## config.mk

```make
export PLATFORM = sky130hd
export DESIGN_NAME = bldc_deadtime_commutator_flat
export DESIGN_NICKNAME = d
export VERILOG_FILES = /design/src/rtl/bldc_deadtime_commutator_pkg.sv /design/src/rtl/bldc_deadtime_commutator_if.sv /design/src/rtl/bldc_hall_filter.sv /design/src/rtl/bldc_deadtime_commutator.sv /design/src/flat_wrapper.sv
export SDC_FILE = /design/constraint.sdc
export NUM_CORES = 1
export LEC_CHECK = 0
export CAP_MARGIN = 10
export CORE_MARGIN = 2
export CORE_UTILIZATION = 45
export DETAILED_ROUTE_END_ITERATION = 8
export HOLD_SLACK_MARGIN = 0.15
export PLACE_DENSITY_LB_ADDON = 0.12
export SKIP_CTS_REPAIR_TIMING = 1
export SYNTH_ARGS = -nofsm -noshare
export SYNTH_HDL_FRONTEND = slang
export SYNTH_HIERARCHICAL = 1
export SYNTH_SLANG_ARGS = --single-unit
```

## constraint.sdc

```tcl
create_clock -name clk -period 3.1 [get_ports clk]
set_clock_uncertainty 0.15 [all_clocks]
set_input_delay 0.62 -clock clk [delete_from_list [all_inputs] [get_ports clk]]
set_output_delay 0.62 -clock clk [all_outputs]
set_load 0.02 [all_outputs]
```

## src/rtl/bldc_deadtime_commutator_pkg.sv

```systemverilog
// Shared bldc types: direction/hall encodings, phase masks, dead-time FSM
// states and the hall-to-sector mapping.
package bldc_deadtime_commutator_pkg;

    typedef enum logic [1:0] {
        DIR_NONE  = 2'd0,
        DIR_CW    = 2'd1,
        DIR_CCW   = 2'd2,
        DIR_BRAKE = 2'd3
    } rotation_direction_t;

    // Hall pins are {A,B,C}, A in the MSB.
    typedef enum logic [2:0] {
        HALL_C  = 3'b001,
        HALL_B  = 3'b010,
        HALL_BC = 3'b011,
        HALL_A  = 3'b100,
        HALL_AC = 3'b101,
        HALL_AB = 3'b110
    } hall_states_t;

    // One-hot phase masks inside a 3-bit hi or lo group, ordered {A,B,C}.
    localparam logic [2:0] PHASE_A = 3'b100;
    localparam logic [2:0] PHASE_B = 3'b010;
    localparam logic [2:0] PHASE_C = 3'b001;

    typedef enum logic {
        DT_RUN  = 1'b0,
        DT_DEAD = 1'b1
    } dt_state_t;

    localparam logic [2:0] SECTOR_INVALID = 3'd7;

    // Electrical sector 0..5 for a valid hall code, SECTOR_INVALID otherwise.
    function automatic logic [2:0] hall_to_sector(input logic [2:0] hall);
        logic [2:0] sec;
        case (hall)
            HALL_AC: sec = 3'd0;
            HALL_A:  sec = 3'd1;
            HALL_AB: sec = 3'd2;
            HALL_B:  sec = 3'd3;
            HALL_BC: sec = 3'd4;
            HALL_C:  sec = 3'd5;
            default: sec = SECTOR_INVALID;
        endcase
        return sec;
    endfunction

endpackage

```

## src/rtl/bldc_deadtime_commutator_if.sv

```systemverilog
// Control/status bundle of the dead-time commutator.
//   master: drives dir, hall_in, fault_clear; observes gate and status outputs
//   slave : the commutator itself
interface bldc_deadtime_commutator_if;
    bldc_deadtime_commutator_pkg::rotation_direction_t dir;
    logic [2:0] hall_in;
    logic       fault_clear;
    logic [5:0] phase_enable;
    logic [2:0] sector;
    logic       commutated;
    logic       hall_fault;
    logic       in_deadtime;

    modport master (
        output dir, hall_in, fault_clear,
        input  phase_enable, sector, commutated, hall_fault, in_deadtime
    );

    modport slave (
        input  dir, hall_in, fault_clear,
        output phase_enable, sector, commutated, hall_fault, in_deadtime
    );
endinterface

```

## src/rtl/bldc_hall_filter.sv

```systemverilog
// Hall input conditioning: 2-flop synchroniser followed by a stability
// counter; a new code is accepted after HALL_FILTER identical samples.
//   clk, rst_n  : clock, async active-low reset
//   hall_in     : raw hall pins {A,B,C}, asynchronous to clk
//   hall_acc    : last accepted hall code (registered)
//   hall_valid  : set once the first code has been accepted (registered)
module bldc_hall_filter #(
    parameter int unsigned HALL_FILTER = 4
) (
    input  logic       clk,
    input  logic       rst_n,
    input  logic [2:0] hall_in,
    output logic [2:0] hall_acc,
    output logic       hall_valid
);

    localparam int unsigned        FLT_W   = $clog2(HALL_FILTER + 1);
    localparam logic [FLT_W-1:0]   FLT_MAX = FLT_W'(HALL_FILTER);

    logic [2:0]       sync1_q;
    logic [2:0]       hall_s_q;
    logic [2:0]       cand_q;
    logic [FLT_W-1:0] cnt_q;
    logic [1:0]       primed_q;

    // Filtering is held off until the synchroniser carries real pin samples,
    // so its reset contents are never mistaken for a stable 3'b000 code.
    always_ff @(posedge clk or negedge rst_n) begin
        if (!rst_n) begin
            sync1_q    <= '0;
            hall_s_q   <= '0;
            primed_q   <= '0;
            cand_q     <= '0;
            cnt_q      <= '0;
            hall_acc   <= '0;
            hall_valid <= 1'b0;
        end else begin
            sync1_q  <= hall_in;
            hall_s_q <= sync1_q;
            primed_q <= {primed_q[0], 1'b1};
            if (primed_q[1]) begin
                if (hall_s_q != cand_q) begin
                    cand_q <= hall_s_q;
                    cnt_q  <= FLT_W'(1);
                    if (FLT_MAX == FLT_W'(1)) begin
                        hall_acc   <= hall_s_q;
                        hall_valid <= 1'b1;
                    end
                end else if (cnt_q < FLT_MAX) begin
                    cnt_q <= cnt_q + FLT_W'(1);
                    if (cnt_q + FLT_W'(1) == FLT_MAX) begin
                        hall_acc   <= cand_q;
                        hall_valid <= 1'b1;
                    end
                end
            end
        end
    end

endmodule

```

## src/rtl/bldc_deadtime_commutator.sv

```systemverilog
// Six-step BLDC commutator with hall filtering, invalid-hall fault latch,
// sector reporting and dead-time insertion on every gate turn-on.
//   clk, rst_n : clock, async active-low reset
//   bus.dir          : NONE / CW / CCW / BRAKE
//   bus.hall_in      : raw hall pins {A,B,C}
//   bus.fault_clear  : pulse to clear hall_fault once the hall is valid again
//   bus.phase_enable : {hi_A,hi_B,hi_C,lo_A,lo_B,lo_C}
//   bus.sector       : accepted sector 0..5, 7 when invalid
//   bus.commutated   : pulse when a new non-zero target is applied
//   bus.hall_fault   : sticky invalid-hall flag
//   bus.in_deadtime  : high while gate turn-on is being delayed
module bldc_deadtime_commutator
    import bldc_deadtime_commutator_pkg::*;
#(
    parameter int unsigned DEADTIME_CYCLES = 16,
    parameter int unsigned HALL_FILTER     = 4
) (
    input logic                         clk,
    input logic                         rst_n,
    bldc_deadtime_commutator_if.slave   bus
);

    localparam int unsigned CNT_W =
        $clog2(((DEADTIME_CYCLES > HALL_FILTER) ? DEADTIME_CYCLES : HALL_FILTER) + 1);
    localparam logic [CNT_W-1:0] DT_RELOAD =
        (DEADTIME_CYCLES > 0) ? CNT_W'(DEADTIME_CYCLES - 1) : '0;

    logic [2:0]       hall_acc;
    logic             hall_valid;
    logic [2:0]       sector_q;
    logic             fault_q;
    logic             fault_set_c;
    logic [5:0]       target_c;
    logic             turn_on_c;
    logic             tgt_changed_c;

    dt_state_t        state_q, state_n;
    logic [CNT_W-1:0] cnt_q, cnt_n;
    logic [5:0]       pe_q, pe_n;
    logic [5:0]       tgt_q;
    logic             comm_q, comm_n;
    logic             dead_q;

    bldc_hall_filter #(
        .HALL_FILTER (HALL_FILTER)
    ) u_hall_filter (
        .clk        (clk),
        .rst_n      (rst_n),
        .hall_in    (bus.hall_in),
        .hall_acc   (hall_acc),
        .hall_valid (hall_valid)
    );

    // A motoring command with an accepted all-low/all-high hall code is a fault.
    assign fault_set_c = hall_valid
                       && ((hall_acc == 3'b000) || (hall_acc == 3'b111))
                       && ((bus.dir == DIR_CW) || (bus.dir == DIR_CCW));

    // Sector register and sticky fault; setting wins over a same-cycle clear.
    always_ff @(posedge clk or negedge rst_n) begin
        if (!rst_n) begin
            sector_q <= SECTOR_INVALID;
            fault_q  <= 1'b0;
        end else begin
            sector_q <= hall_to_sector(hall_acc);
            if (fault_set_c) begin
                fault_q <= 1'b1;
            end else if (bus.fault_clear) begin
                fault_q <= 1'b0;
            end
        end
    end

    // Commutation table: {hi group, lo group} for the requested mode.
    always_comb begin
        target_c = '0;
        if (!fault_q) begin
            case (bus.dir)
                DIR_BRAKE: target_c = 6'b000111;
                DIR_CW: begin
                    case (sector_q)
                        3'd0:    target_c = {PHASE_A, PHASE_B};
                        3'd1:    target_c = {PHASE_A, PHASE_C};
                        3'd2:    target_c = {PHASE_B, PHASE_C};
                        3'd3:    target_c = {PHASE_B, PHASE_A};
                        3'd4:    target_c = {PHASE_C, PHASE_A};
                        3'd5:    target_c = {PHASE_C, PHASE_B};
                        default: target_c = '0;
                    endcase
                end
                DIR_CCW: begin
                    case (sector_q)
                        3'd0:    target_c = {PHASE_B, PHASE_A};
                        3'd1:    target_c = {PHASE_C, PHASE_A};
                        3'd2:    target_c = {PHASE_C, PHASE_B};
                        3'd3:    target_c = {PHASE_A, PHASE_B};
                        3'd4:    target_c = {PHASE_A, PHASE_C};
                        3'd5:    target_c = {PHASE_B, PHASE_C};
                        default: target_c = '0;
                    endcase
                end
                default: target_c = '0;
            endcase
        end
    end

    assign turn_on_c     = |(target_c & ~pe_q);
    assign tgt_changed_c = (target_c != tgt_q);

    // Dead-time next state: turn-offs apply at once, turn-ons wait out the
    // dead interval, which restarts whenever the target asks for more bits.
    always_comb begin
        state_n = state_q;
        cnt_n   = cnt_q;
        pe_n    = pe_q;
        comm_n  = 1'b0;
        if (DEADTIME_CYCLES == 0) begin
            state_n = DT_RUN;
            pe_n    = target_c;
            comm_n  = (target_c != pe_q) && (|target_c);
        end else begin
            case (state_q)
                DT_RUN: begin
                    if (target_c != pe_q) begin
                        if (!turn_on_c) begin
                            pe_n   = target_c;
                            comm_n = |target_c;
                        end else begin
                            pe_n    = pe_q & target_c;
                            cnt_n   = DT_RELOAD;
                            state_n = DT_DEAD;
                        end
                    end
                end
                DT_DEAD: begin
                    pe_n = pe_q & target_c;
                    // Restart takes priority over expiry so a late target
                    // change can never skip its own dead interval.
                    if (tgt_changed_c && turn_on_c) begin
                        cnt_n = DT_RELOAD;
                    end else if (cnt_q != '0) begin
                        cnt_n = cnt_q - CNT_W'(1);
                    end else begin
                        pe_n    = target_c;
                        state_n = DT_RUN;
                        comm_n  = |target_c;
                    end
                end
                default: begin
                    state_n = DT_RUN;
                    pe_n    = '0;
                end
            endcase
        end
    end

    // Dead-time state and registered gate/status outputs.
    always_ff @(posedge clk or negedge rst_n) begin
        if (!rst_n) begin
            state_q <= DT_RUN;
            cnt_q   <= '0;
            pe_q    <= '0;
            tgt_q   <= '0;
            comm_q  <= 1'b0;
            dead_q  <= 1'b0;
        end else begin
            state_q <= state_n;
            cnt_q   <= cnt_n;
            pe_q    <= pe_n;
            tgt_q   <= target_c;
            comm_q  <= comm_n;
            dead_q  <= (state_n == DT_DEAD);
        end
    end

    assign bus.phase_enable = pe_q;
    assign bus.sector       = sector_q;
    assign bus.commutated   = comm_q;
    assign bus.hall_fault   = fault_q;
    assign bus.in_deadtime  = dead_q;

endmodule

```

## src/flat_wrapper.sv

```systemverilog
// flat-port wrapper written by rule: the top's interface ports become plain ports
module bldc_deadtime_commutator_flat import bldc_deadtime_commutator_pkg::*;
#(
    parameter int unsigned DEADTIME_CYCLES = 16,
    parameter int unsigned HALL_FILTER     = 4
)
  (clk, rst_n, bus_dir, bus_hall_in, bus_fault_clear, bus_phase_enable, bus_sector, bus_commutated, bus_hall_fault, bus_in_deadtime);
  bldc_deadtime_commutator_if bus_i ();
  input logic clk;
  input logic rst_n;
  input wire logic [$bits(bus_i.dir)-1:0] bus_dir;
  input wire logic [$bits(bus_i.hall_in)-1:0] bus_hall_in;
  input wire logic [$bits(bus_i.fault_clear)-1:0] bus_fault_clear;
  output wire logic [$bits(bus_i.phase_enable)-1:0] bus_phase_enable;
  output wire logic [$bits(bus_i.sector)-1:0] bus_sector;
  output wire logic [$bits(bus_i.commutated)-1:0] bus_commutated;
  output wire logic [$bits(bus_i.hall_fault)-1:0] bus_hall_fault;
  output wire logic [$bits(bus_i.in_deadtime)-1:0] bus_in_deadtime;
  assign bus_i.dir = bus_dir;
  assign bus_i.hall_in = bus_hall_in;
  assign bus_i.fault_clear = bus_fault_clear;
  assign bus_phase_enable = bus_i.phase_enable;
  assign bus_sector = bus_i.sector;
  assign bus_commutated = bus_i.commutated;
  assign bus_hall_fault = bus_i.hall_fault;
  assign bus_in_deadtime = bus_i.in_deadtime;
  bldc_deadtime_commutator #(.DEADTIME_CYCLES(DEADTIME_CYCLES), .HALL_FILTER(HALL_FILTER)) u_core (.clk(clk), .rst_n(rst_n), .bus(bus_i));
endmodule
```

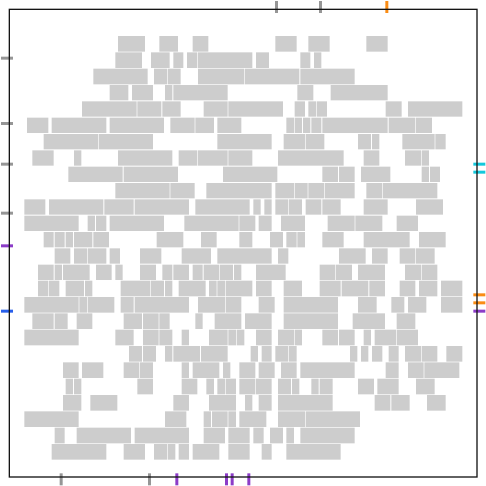
run_1/pinout.png
(6 px per µm) Pins as bars across the die edge, other pins in grey.
port	colour	pins	direction	edge
bus_in_deadtime	blue	1	output	west
bus_phase_enable	purple	6	output	4 south, 1 west, 1 east
bus_dir	cyan	2	input	east
bus_sector	orange	3	output	2 east, 1 north
all pins by edge	6 south, 6 west, 5 east, 3 north

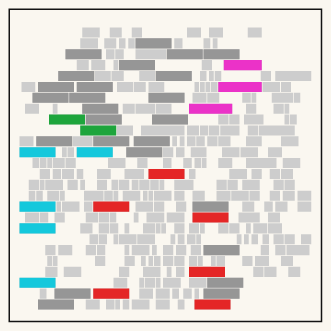
run_1/ff_map.png
(4 px per µm) Other sequential cells in the stronger grey, the rest of the logic in the fainter grey.
signal	colour	flops
u_core/u_hall_filter/primed_q	green	2
u_core/bus.sector	magenta	3
u_core/cnt_q	cyan	5
u_core/bus.phase_enable	red	6
not coloured	25

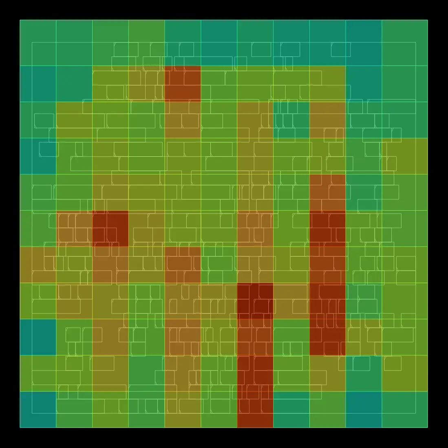
run_1/congestion_map.png
WL/cell: 14.2 µm
utilization after layout: 0.611

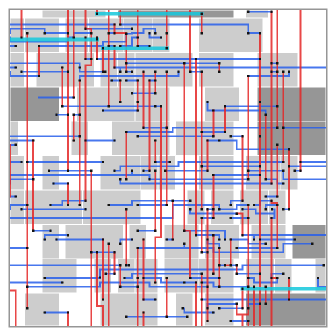
run_1/closeup.png
Window x 26 to 51, y 11 to 36 µm. Cells in grey, sequential cells in the stronger grey; small squares are vias.
layer	colour
M3	cyan
M2	red
M1	blue
most frequent	buf_4 (10), nor2_1 (8), ha_1 (8)
sequential cells in the window	3
netlist names of flops here include	u_core/bus.phase_enable (2), u_core/tgt_q (1)
cells with their middle in the window	56

==> impl_metrics.py, run 1 <==
# Physical implementation metrics
metrics = {
    "setup_path": {
        "end_kind": "register",
        "cp_top_family": "simple AND/OR/NAND/NOR gates",
        "crit_chain": "buf_2 > inv_2 > ha_4 > and4bb_1 > or4_1 > a211oi_2 > a211oi_2 > o31a_1 > or4_1 > a31oi_1",
        "r2r-end": "u_core/bus.phase_enable[4]",
        "startpoint_type": "input port",
        "critical_path_cell_count": 10,
        "required_ns": 3.16,
        "path_buffers": 2,
        "endpoint": "u_core/bus.phase_enable[4]",
        "cp_slowest_cell": "or4_1",
        "cpPeakStageDelay_ns": 0.52,
        "r2r_start": "u_core/bus.sector[2]",
        "cp.arrival_ns": 3.15,
        "worstPathMaxFanout": 8,
        "worstRegToRegCells": 7,
        "reg2reg_slack_ns": 0.04,
        "cp-startpoint": "bus_dir[0]",
        "path_class": "in2reg",
    },
    "logic_synthesis": {
        "avgSynthCellArea_um2": 10.2,
        "syn_area_mm2": 0.00244,
        "largest_area_cell": "dfrtp_1",
        "simple_gate_area_frac": 0.242,
        "yosys.stat.chipArea_mm2": 0.00244,
        "synth_cell_types": 58,
        "topCombFamilyByArea": "simple AND/OR/NAND/NOR gates",
        "ys_cells": 240,
        "aoi_share": 0.131,
        "ys.flops": 41,
        "ys_sh_xor": 0.0179,
        "yosys_warnings": 6,
        "synth-adder-area-share": 0.102,
        "area_leaders": "dfrtp_1 (39%), ha_1 (10%), dfstp_2 (3.2%)",
        "ys_seq_share": 0.421,
        "ys_sh_mux": 0.0358,
        "syn-num-nets": 268,
        "flop_cell": "dfrtp_1",
        "async_flop_share": 1.00,
        "edf_count": 0,
        "synth_cells": 240,
        "top_cell_area_share": 0.389,
    },
    "min_path": {
        "hold_path.startpoint": "u_core/u_hall_filter/sync1_q[0]",
        "holdCritPathClass": "reg2reg",
        "hold_depth": 0,
        "min_to": "u_core/u_hall_filter/hall_s_q[0]",
    },
    "placement": {
        "dp_hpwl_mm": 3.64,
        "pre_cts_ws_ns": -0.875,
        "io_buffer_count": 19,
        "placedCellCount": 352,
        "place_congestion": 0.845,
        "dpl-instance-area_mm2": 0.00291,
    },
    "floorplanning": {
        "fp_util": 0.473,
        "std_cell_rows": 26,
        "num_io_pins": 20,
        "fp.dieH_um": 77.7,
        "dieArea_mm2": 0.00604,
        "nWellTaps": 70,
        "core_area_mm2": 0.00517,
        "die_w_um": 77.7,
    },
    "power": {
        "power.internal_mw": 0.989,
        "power_frac_seq": 0.459,
        "ir_worst_vdd_v": 0.000398,
        "powerComb_mw": 0.329,
        "top_power_group": "registers",
        "p_per_area_mw_per_mm2": 442,
        "total_power_mw": 1.40,
        "net-switching-power_mw": 0.408,
        "switching_share": 0.292,
        "pwr-share-clk": 0.305,
        "pg_clk_mw": 0.426,
        "power_frac_comb": 0.236,
        "p_seq_mw": 0.642,
        "p_leak_nw": 1.43,
    },
    "timing": {
        "period_minus_slack_ns": 3.08,
        "tns_ns": 0,
        "post-route-period-util": 0.995,
        "drv_slew": 0,
        "max_freq_ghz": 0.324,
        "finalHoldViolations": 0,
        "tightestPinTransition_ns": 0.891,
        "timing.hold.ws_ns": 0.202,
        "relSlewSlack": 0.406,
        "worst_slack_ns": 0.0153,
        "setup_viol": 0,
    },
    "route": {
        "wl_mm": 5.19,
        "via_per_inst": 5.29,
        "drc": 0,
        "detail-route-antenna-nets": 0,
        "drt-initial-drc-count": 75,
        "dr.pass1.iters": 4,
        "vias": 1931,
    },
    "layout": {
        "clock_buffers": 5,
        "num-nonclk-buffers": 55,
        "fill_cells": 446,
        "final_area_mm2": 0.00316,
        "final_layout_size_suffix_gt1_frac": 0.285,
        "largest_class": "combinational gates",
        "sh_seq_area": 0.328,
        "seq_area_mm2": 0.00104,
        "sh_comb_area": 0.445,
        "clock_cell_area_share": 0.0365,
        "buf_share": 0.141,
        "logic_area_mm2": 0.00141,
        "syn_to_final_growth_pct": 29.2,
        "instances_no_fill": 365,
        "num-multi-input-gates": 173,
        "n_antenna_cell": 0,
        "seq_cell_count": 41,
        "fin_nets": 322,
        "n_all_inverters": 18,
    },
    "global_routing": {
        "antenna_found_initial": 0,
        "grt_first_pass_wirelength_mm": 8.39,
        "overflow": 0,
        "grt_pass1_vias": 1827,
        "track_usage": 0.173,
        "grt_max_degree": 42,
    },
    "outcome": {
        "status": "finished clean",
    },
    "flow_run": {
        "warning_count": 37,
        "max_cap_violations": 0,
    },
    "clock_network": {
        "cts_tree": "done",
        "cts_buffer_depth": 2,
        "cts_sinks": 41,
        "clock.latency.late_pin_ns": 0.28,
        "clk_pin_slew_ns": 0.08,
        "cts_buffers": 5,
        "cts_max_level": 2,
        "root_buffer": "clkbuf_8",
    },
}
==> run 1: cells in the mapped netlist, types with 4 or more instances <==
master and instances:
dfrtp_1 38, ha_1 20, nor2_1 19, inv_1 18, o21ai_0 13, nand2_1 10, a31oi_1 7, nor3_1 7
or3_1 7, a21oi_1 6, mux2_2 6, or4_1 5, xor2_1 5, clkbuf_1 4, nand2b_1 4, nor4_1 4
==> run 1: cells in the final DEF, fill, tap and decap left out, types with 7 or more instances in the layout <==
| master | Yosys | final |
|---|---|---|
| buf_4 | 0 | 35 |
| nor2_1 | 19 | 18 |
| or3_1 | 7 | 7 |
| nand2_1 | 10 | 10 |
| o21ai_0 | 13 | 13 |
| dfrtp_1 | 38 | 38 |
| inv_1 | 18 | 16 |
| a31oi_1 | 7 | 7 |
| clkdlybuf4s50_1 | 0 | 16 |
| ha_1 | 20 | 18 |
==> run 1: layer usage <==
metal  GRT usage  vias up  share of wire
li1            -      983              -
met3      0.0326        6          0.035
met1       0.239      904           0.48
met5           0        -              0
met2       0.270       38           0.47
met4      0.0625        0          0.012
==> run 1: sequential cells by signal, summed over array words and instances (netlist names) <==
register / cells
u_core/u_hall_filter/hall_s_q: 3
u_core/u_hall_filter/hall_acc: 3
u_core/u_hall_filter/sync1_q: 3
u_core/u_hall_filter/primed_q: 2
u_core/bus.sector: 3
u_core/bus.phase_enable: 6
u_core/bus.hall_fault: 1
u_core/bus.commutated: 1
u_core/u_hall_filter/hall_valid: 1
u_core/u_hall_filter/cnt_q: 3
u_core/tgt_q: 6
u_core/bus.in_deadtime: 1
u_core/u_hall_filter/cand_q: 3
u_core/cnt_q: 5
run_1/gates.png
(4 px per µm)
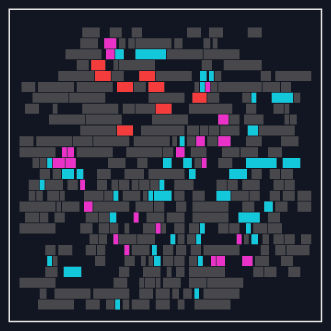

==> run 2: changes to the inputs <==
- SETUP_SLACK_MARGIN: unset -> 0.05
- clock period: 3.1 -> 3.75 ns (I/O delays scaled with it)
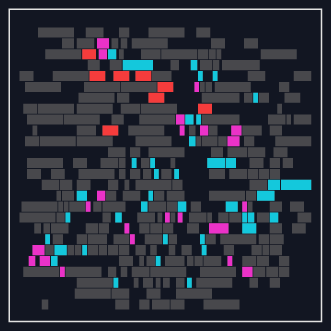
run_2/gates.png
(4 px per µm)
family	colour	cells	most used
mux cells	red	8	mux2_2
nor cells	cyan	39	nor2_1
nand cells	magenta	22	nand2_1

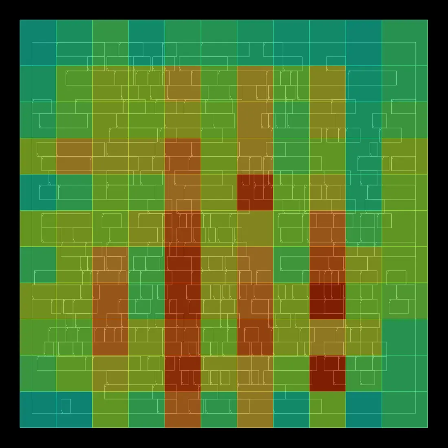
run_2/congestion_map.png
All-Layer GR Usage: 0.168
M3 GR Usage: 0.0384
Most Crowded Layer GR: met2
utilization after layout: 0.593
met2 Use GR: 0.256

==> impl_metrics.py, run 2 <==
# Physical implementation metrics
metrics = {
    "layout": {
        "mostFrequentLayoutCell": "dfrtp_1",
        "fill_cells": 439,
        "syn_to_final_growth_pct": 25.5,
        "instances_no_fill": 356,
        "seq_area_mm2": 0.00103,
        "final_area_mm2": 0.00307,
        "logic_area_mm2": 0.00139,
        "fin_nets": 313,
        "layout_top_cells": "dfrtp_1 (38), buf_4 (25), nor2_1 (19), ha_1 (18), inv_1 (17)",
        "n_antenna_cell": 0,
        "final_layout_size_suffix_gt1_frac": 0.238,
    },
    "route": {
        "via_per_inst": 5.35,
        "dr.pass1.iters": 4,
        "wl_per_cell_um": 13.9,
        "drc": 0,
        "vias": 1905,
        "drt-initial-drc-count": 100,
        "detail-route-antenna-nets": 0,
        "wl_mm": 4.95,
    },
    "clock_network": {
        "root_buffer": "clkbuf_8",
        "cts_tree": "done",
        "clock.latency.late_pin_ns": 0.29,
        "cts_max_level": 2,
        "cts_sinks": 41,
        "cts_buffer_depth": 2,
        "clk_pin_slew_ns": 0.08,
        "cts_buffers": 5,
    },
    "timing": {
        "worst_slack_ns": 0.399,
        "tightestPinTransition_ns": 0.879,
        "tns_ns": 0,
        "rsz0062_at_grt": "no",
        "finalHoldViolations": 0,
        "max_freq_ghz": 0.298,
        "setup_viol": 0,
        "timing.hold.ws_ns": 0.200,
        "relSlewSlack": 0.414,
        "period_minus_slack_ns": 3.35,
        "drv_slew": 0,
        "post-route-period-util": 0.894,
    },
    "logic_synthesis": {
        "ys.flops": 41,
        "ys_sh_mux": 0.0358,
        "ys_top_cells_by_count": "dfrtp_1 (38), ha_1 (20), nor2_1 (19)",
        "simple_gate_area_frac": 0.242,
        "synth-adder-area-share": 0.102,
        "aoi_share": 0.131,
        "synth_cells": 240,
        "area_leaders": "dfrtp_1 (39%), ha_1 (10%), dfstp_2 (3.2%)",
        "largest_area_cell": "dfrtp_1",
        "topCombFamilyByArea": "simple AND/OR/NAND/NOR gates",
        "syn-num-nets": 268,
        "most_common_cell": "dfrtp_1",
        "ys_seq_share": 0.421,
        "syn_area_mm2": 0.00244,
        "yosys.stat.chipArea_mm2": 0.00244,
        "ys_sh_xor": 0.0179,
        "edf_count": 0,
        "flop_cell": "dfrtp_1",
        "yosys_warnings": 6,
        "async_flop_share": 1.00,
        "avgSynthCellArea_um2": 10.2,
        "synth_cell_types": 58,
        "ys_cells": 240,
        "top_cell_area_share": 0.389,
    },
    "setup_path": {
        "startpoint_type": "input port",
        "worstPathMaxFanout": 5,
        "cp.arrival_ns": 3.42,
        "required_ns": 3.82,
        "end_kind": "register",
        "path_class": "in2reg",
    },
    "floorplanning": {
        "num_io_pins": 20,
        "fp_util": 0.473,
        "core_area_mm2": 0.00517,
        "fp.dieH_um": 77.7,
        "die_w_um": 77.7,
        "std_cell_rows": 26,
        "dieArea_mm2": 0.00604,
    },
    "power": {
        "total_power_mw": 1.10,
        "p_per_area_mw_per_mm2": 359,
        "p_leak_nw": 1.41,
        "ir_worst_vdd_v": 0.000243,
    },
    "placement": {
        "placedCellCount": 345,
        "dpl-instance-area_mm2": 0.00285,
        "place_congestion": 0.793,
        "pre_cts_ws_ns": -0.292,
        "io_buffer_count": 19,
        "dp_hpwl_mm": 3.50,
    },
    "min_path": {
        "holdCritPathClass": "reg2reg",
    },
    "flow_run": {
        "warning_count": 37,
        "max_cap_violations": 0,
    },
    "global_routing": {
        "antenna_found_initial": 0,
        "overflow": 0,
        "grt_first_pass_wirelength_mm": 8.19,
        "grt_pass1_vias": 1761,
        "grt_max_degree": 42,
    },
    "outcome": {
        "status": "finished clean",
    },
}
## run 2: worst max-delay path, stage by stage
cell and delay (ns):
dlymetal6s2s_1 0.16, inv_1 0.11, ha_4 0.19, buf_4 0.14, nor2b_1 0.13, a221o_1 0.37, or3_1 0.36, o311a_1 0.15
o31a_1 0.36, or4_1 0.54, a31oi_1 0.15
## run 2: routing by layer
layer | vias to the layer above | track usage | part of all wire | routed length [µm]
li1 | 965 | - | - | -
met2 | 28 | 0.256 | 0.47 | 2340
met1 | 905 | 0.236 | 0.48 | 2390
met3 | 7 | 0.0384 | 0.029 | 142
met5 | - | 0 | 0 | 0
met4 | 0 | 0.0589 | 0.016 | 78
## run 2: power by group
group	total, mW	internal, mW	switching [mW]
combinational	0.271	0.132	0.139
clock	0.300	0.149	0.151
sequential	0.531	0.487	0.0445
total	1.10	0.768	0.335
## run 2: path summary, 6_finish.rpt
| path | endpoint | start | depth (start not counted) | slack [ns] |
|---|---|---|---|---|
| worst max-delay path | u_core/bus.phase_enable[2] | bus_dir[1] | 11 | 0.40 |
| worst min-delay path | u_core/u_hall_filter/primed_q[1] | u_core/u_hall_filter/primed_q[0] | 0 | 0.20 |
| worst max register to register | u_core/bus.phase_enable[2] | u_core/bus.sector[2] | 7 | 0.64 |
| worst min register to register | u_core/u_hall_filter/primed_q[1] | u_core/u_hall_filter/primed_q[0] | 0 | 0.20 |
| max in group asynchronous | u_core/u_hall_filter/cnt_q[1] | rst_n | 1 | 2.48 |
| min in group asynchronous | u_core/bus.phase_enable[1] | rst_n | 1 | 0.42 |
## run 2: area by class of cell
type                       count  area share
timing repair buffer          46       0.131
sequential                    41       0.336
clock buffer                   6      0.0269
multi-input combinational    173       0.452
clock inverter                 2     0.00449
tap                           70      0.0285
inverter                      18      0.0220
Power figures rest on the tool's default switching activity, not on a simulated workload.
